### Met1 routing

Supply wires on this layer in grey.
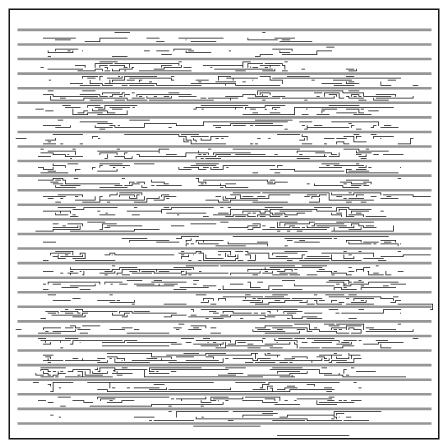
### Metal 2

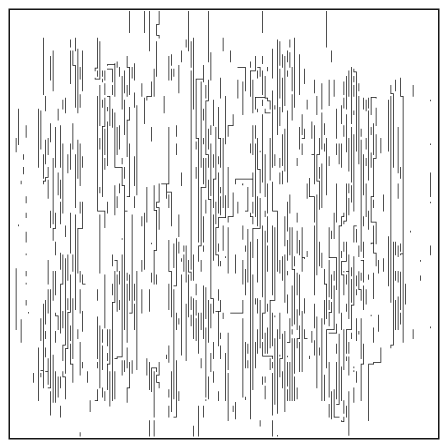
<file path="src/rtl/seq_mult.sv">
// -----------------------------------------------------------------------------
// seq_mult -- sequential shift-add multiplier (signed or unsigned operands)
//
// Accepts one operand pair per transaction through a valid/ready handshake,
// iterates one multiplier bit per clock and presents the 2*WIDTH-bit product
// through a second valid/ready handshake. Signed operands are multiplied as
// magnitudes; the sign is applied by negating the accumulator on the last
// iteration, so the product is already final on the first out_valid cycle.
//
// Parameters
//   WIDTH      operand width in bits (2..32)
//
// Ports
//   clk        clock, all state changes on the rising edge
//   rst_n      synchronous active-low reset
//   in_valid   operands and mode presented
//   in_ready   block idle and able to accept operands
//   op_a       multiplicand, index 0 is the MSB
//   op_b       multiplier, index 0 is the MSB
//   is_signed  1: two's-complement operands, 0: unsigned
//   out_valid  product valid (held until out_ready)
//   out_ready  consumer accepts the product
//   product    2*WIDTH-bit result, index 0 is the MSB
//   busy       high whenever the FSM is not IDLE
//
// Configuration
//   SEQ_MULT_EARLY_TERM_EN  when defined, finish as soon as no 1 bits remain
//                           in the multiplier (latency 1..WIDTH edges);
//                           otherwise latency is always WIDTH edges.
// -----------------------------------------------------------------------------
module seq_mult #(
   parameter int WIDTH = 8
) (
   input  logic               clk,
   input  logic               rst_n,
   input  logic               in_valid,
   output logic               in_ready,
   input  logic [0:WIDTH-1]   op_a,
   input  logic [0:WIDTH-1]   op_b,
   input  logic               is_signed,
   output logic               out_valid,
   input  logic               out_ready,
   output logic [0:2*WIDTH-1] product,
   output logic               busy
);

   localparam int PW    = 2 * WIDTH;
   localparam int CNT_W = $clog2(WIDTH + 1);

   typedef enum logic [1:0] {
      IDLE = 2'd0,
      BUSY = 2'd1,
      DONE = 2'd2
   } state_t;

   state_t                   state_q;
   logic                     in_ready_q;
   logic                     out_valid_q;
   logic                     busy_q;
   logic signed [PW-1:0]     acc_q;
   logic        [PW-1:0]     mcand_q;
   logic        [WIDTH-1:0]  mplier_q;
   logic        [CNT_W-1:0]  cnt_q;
   logic                     sign_q;

   logic        [WIDTH-1:0]  a_w;
   logic        [WIDTH-1:0]  b_w;
   logic        [WIDTH-1:0]  a_mag_d;
   logic        [WIDTH-1:0]  b_mag_d;
   logic                     sign_d;
   logic signed [PW-1:0]     sum_d;
   logic signed [PW-1:0]     acc_d;
   logic                     last_d;

   // Two's-complement negation over the full product width.
   function automatic logic signed [PW-1:0] neg2c(input logic signed [PW-1:0] v);
      return ~v + PW'(1);
   endfunction

   // Magnitude of a WIDTH-bit operand; the most negative value maps to
   // 2^(WIDTH-1), which still fits as an unsigned WIDTH-bit number.
   function automatic logic [WIDTH-1:0] mag(input logic [WIDTH-1:0] v, input logic sgn);
      return (sgn && v[WIDTH-1]) ? (~v + WIDTH'(1)) : v;
   endfunction

   // Re-index the MSB-first ports into conventional descending vectors.
   assign a_w = op_a;
   assign b_w = op_b;

   // Capture-side operand conditioning.
   always_comb begin
      a_mag_d = mag(a_w, is_signed);
      b_mag_d = mag(b_w, is_signed);
      sign_d  = is_signed & (a_w[WIDTH-1] ^ b_w[WIDTH-1]);
   end

   // Iteration datapath: mcand_q is pre-shifted each step, so it always
   // equals the zero-extended multiplicand shifted by the iteration count.
   always_comb begin
      sum_d = acc_q + (mplier_q[0] ? mcand_q : '0);
`ifdef SEQ_MULT_EARLY_TERM_EN
      last_d = (mplier_q[WIDTH-1:1] == '0);
`else
      last_d = (cnt_q == CNT_W'(WIDTH - 1));
`endif
      acc_d = (last_d && sign_q) ? neg2c(sum_d) : sum_d;
   end

   always_ff @(posedge clk) begin
      if (!rst_n) begin
         state_q     <= IDLE;
         in_ready_q  <= 1'b1;
         out_valid_q <= 1'b0;
         busy_q      <= 1'b0;
         acc_q       <= '0;
         mcand_q     <= '0;
         mplier_q    <= '0;
         cnt_q       <= '0;
         sign_q      <= 1'b0;
      end else begin
         case (state_q)
            IDLE: begin
               if (in_valid) begin
                  mcand_q    <= {{WIDTH{1'b0}}, a_mag_d};
                  mplier_q   <= b_mag_d;
                  sign_q     <= sign_d;
                  acc_q      <= '0;
                  cnt_q      <= '0;
                  state_q    <= BUSY;
                  in_ready_q <= 1'b0;
                  busy_q     <= 1'b1;
               end
            end
            BUSY: begin
               acc_q    <= acc_d;
               mcand_q  <= mcand_q << 1;
               mplier_q <= mplier_q >> 1;
               cnt_q    <= cnt_q + CNT_W'(1);
               if (last_d) begin
                  state_q     <= DONE;
                  out_valid_q <= 1'b1;
               end
            end
            DONE: begin
               // in_ready stays low here, so no accept can share this edge.
               if (out_ready) begin
                  state_q     <= IDLE;
                  out_valid_q <= 1'b0;
                  busy_q      <= 1'b0;
                  in_ready_q  <= 1'b1;
               end
            end
            default: begin
               state_q     <= IDLE;
               in_ready_q  <= 1'b1;
               out_valid_q <= 1'b0;
               busy_q      <= 1'b0;
            end
         endcase
      end
   end

   assign in_ready  = in_ready_q;
   assign out_valid = out_valid_q;
   assign busy      = busy_q;
   assign product   = acc_q;

endmodule

</file>
<file path="config.mk">
export PLATFORM = sky130hd
export DESIGN_NAME = seq_mult
export DESIGN_NICKNAME = d
export VERILOG_FILES = /design/src/rtl/seq_mult.sv
export SDC_FILE = /design/constraint.sdc
export NUM_CORES = 1
export LEC_CHECK = 0
export CAP_MARGIN = 20
export CORE_MARGIN = 1
export CORE_UTILIZATION = 55
export CTS_CLUSTER_DIAMETER = 100
export CTS_CLUSTER_SIZE = 8
export DETAILED_ROUTE_END_ITERATION = 8
export HOLD_SLACK_MARGIN = 0.15
export PLACE_DENSITY = 0.79
export SYNTH_ARGS = -nofsm -noshare
export SYNTH_HDL_FRONTEND = slang
export SYNTH_SLANG_ARGS = --single-unit
</file>
<file path="constraint.sdc">
create_clock -name clk -period 4.9 [get_ports clk]
set_input_delay 1.47 -clock clk [delete_from_list [all_inputs] [get_ports clk]]
set_output_delay 1.47 -clock clk [all_outputs]
set_load 0.01 [all_outputs]
</file>
==> summary.txt <==
fresh numbers from the pnr run: synth warn=0, switching share of power=between 20 and 30%, antenna viol nets, final=0, CP bufs+invs=0, RSZ-0062 raised after global routing=no, ys cells=roughly 440, Non-clk bufs=~44, Mapped Area=0.00334 sq mm, first-pass GRT wire length=around 13 mm, Top-area cell share=between 30 and 40%, Via density=between 5 and 6, largest net degree at the start of global routing=roughly 44, Final setup viols=0, MI comb cells=between 300 and 400, Seq area share=between 20% and 30%, fraction of registers with async set/reset=0%, part of the power in registers=around half, register area share after synthesis=roughly 30%, sequence of cells on the critical path=and2_1 -> ha_1 -> fa_1 -> a21o_1 -> a221oi_4 -> xnor2_1 -> or4_4 -> or4_1 -> or3_1 -> o41a_1 -> xnor2_1 -> mux2i_1 -> a21oi_1, setup_tns=0 ns, Nets=a little over 500, multi-input logic area=~0.0022 sq mm, clock period minus worst slack=4.29 ns, most used cell, CP=xnor2_1, Pwr Total=907 uW, crit-path leading delay family=simple AND/OR/NAND/NOR gates, logic share of the area=a little under three fifths, main area contributors=dfxtp_1 (30%), a21oi_1 (7.5%), ha_1 (7.1%), initial antenna violation count=0, CP Max Fanout=17, Final Hold Violation Tally=0, Tool Warnings=26, most numerous logic cells after layout=a21oi_1 (50), dfxtp_1 (50), nand2_1 (47), I/O pins=40, Clock buf/inv share=2.91%, Post-synth regs=~50, gr usage total=24.6%, Setup crit end kind=register, WL/cell=between 10 and 15 microns, FF/Latch Area=approximately 0.0010 sq mm, Worst slew margin=between 40% and 50%, CTS resizes=0, initial DRC count=between 200 and 250, Crit path required time=just over 5 ns, antenna diode count=0, outcome=complete, no violations, layout cell share with drive strength beyond 1=approximately 4.1%, max incr delay on CP=0.55 ns, clock slew at reported path FFs=approximately 0.10 ns, CTS Root Cell=clkbuf_8, # port buffers=39, combinational power share=between 10% and 20%, Tapcell Cnt=just over 70, syn avg cell area=between 7 and 8 sq um, critical path arrival=approximately 4.5 ns, chip area=between 0.006 and 0.007 sq mm, Max Root-Sink Buffers=2, cts hold-fix bufs=0, Syn-to-layout area delta=15.9%, startpoint types=register, Sink Count=roughly 50, r2r worst-path depth=13, yosys synthesis chip area=around 0.0033 sq mm, number of cells on the critical path=13, period utilization=between 80 and 90%, clock share of power=approximately 33%, Num CTS Buffers=5, PD cells=235 mW/mm^2, Hold Crit Class=register to register, largest class=multi-input combinational cells, Hold Path Stages=2, Residual DRC=0, FF+latch count=approximately 50, Setup CP Type=register to register, R2R Setup Slk=between 0.6 and 0.7 ns, Primary FF master, synth=dfxtp_1, top cells by count=a21oi_1 (50), dfxtp_1 (50), nand2_1 (47), vias in the first global route=slightly below 3000, Late-Pin Clk Latency=~0.30 ns, Leak=about 0.0016 uW, Synth area leader=dfxtp_1, GR Overflow Total=0, Int Pwr=646 uW, slowest library cell on the worst path=or4_4, setup bufs post-CTS=0, DR vias=approximately 3200, Max Cap Violations=0, flip-flops with a built-in enable=0, Gate Count Post-Synth=between 400 and 500, CTS tree=done, Core Box Area=about 0.0057 sq mm, DPL Wire Length=roughly 5.6 mm, num rows=27, measured slew at the worst slew-check pin=about 0.84 ns, drt pass-1 iters=5, final WL=around 7.6 mm, RePlAce Congestion=around 0.88, Data buffer area share=roughly 11%, die width=~80 microns, Die H=roughly 80 microns, Fillers=498, Inverters=16, Max Clock Skew=0.00682 ns, Slew Viols, Final=0, Max Clk Rate=233 MHz, Sw Pwr=approximately 260 uW, Max H-tree Level=2, maximum VDD drop=between 0.1 and 0.15 mV, Clock buffer cells=5, Mapped Nets=around 480, fp_density=between 50 and 60%, Cell Type Count=around 49
Notes on 'Met1 routing' above:
nets with wire on the layer	460
longest straight run	34.0 microns
main direction	horizontal
share of all routed wire	47%
wire length on this layer	3580 microns

Notes on 'Metal 2' above:
nets with wire on the layer	430
main direction	vertical
longest straight run	45.9 microns

[metal layers]
layer	routed length [microns]	up-vias	global-route usage, %
met5	0	-	0
met3	265	6	3.20
met4	63	0	6.25
li1	-	1620	-
met2	3680	77	42.4
met1	3580	1508	32.3
[flip-flops by register name (all words and copies together), names as in the netlist]
signal / cells
product: 16
in_ready: 1
sign_q: 1
cnt_q: 4
mcand_q: 16
busy: 1
mplier_q: 8
state_q: 2
out_valid: 1
[final timing paths]
check | endpoint | startpoint
setup / recovery | product[0] | mplier_q[0]
setup reg to reg | product[0] | mplier_q[0]
hold reg to reg | mcand_q[9] | mcand_q[8]
hold / removal | mcand_q[9] | mcand_q[8]
[metrics by stage]
| step | utilization [%] | cells | area, sq um | hold slack, ns | setup WS (ns) |
|---|---|---|---|---|---|
| floorplan | - | 439 | 3340 | 0.432 | 0.882 |
| finish | 68.1 | 539 | 3870 | 0.467 | 0.608 |
| global placement | 66.1 | 530 | 3750 | 0.448 | 0.748 |
| global route | 68.1 | 539 | 3870 | 0.495 | 0.409 |
| CTS | 68.1 | 538 | 3860 | 0.468 | 0.610 |
| detailed placement | 66.1 | 530 | 3750 | 0.458 | 0.654 |
[logic make-up after synthesis]
| group | synth area share, % |
|---|---|
| simple gates | 24.3 |
| fa+ha+maj | 7.73 |
| buf+inv | 4.76 |
| flops | 30.0 |
| xor+xnor | 7.35 |
| mux | 0.600 |
| compound gates | 25.2 |
[power by group through the flow]
stage	clock network (uW)	registers (uW)	logic [uW]
finish	298	442	167
global route	317	445	186
CTS	302	442	166
detailed placement	0	451	166
global placement	0	451	162
floorplan	0	447	111
Power and IR drop assume default switching activity.
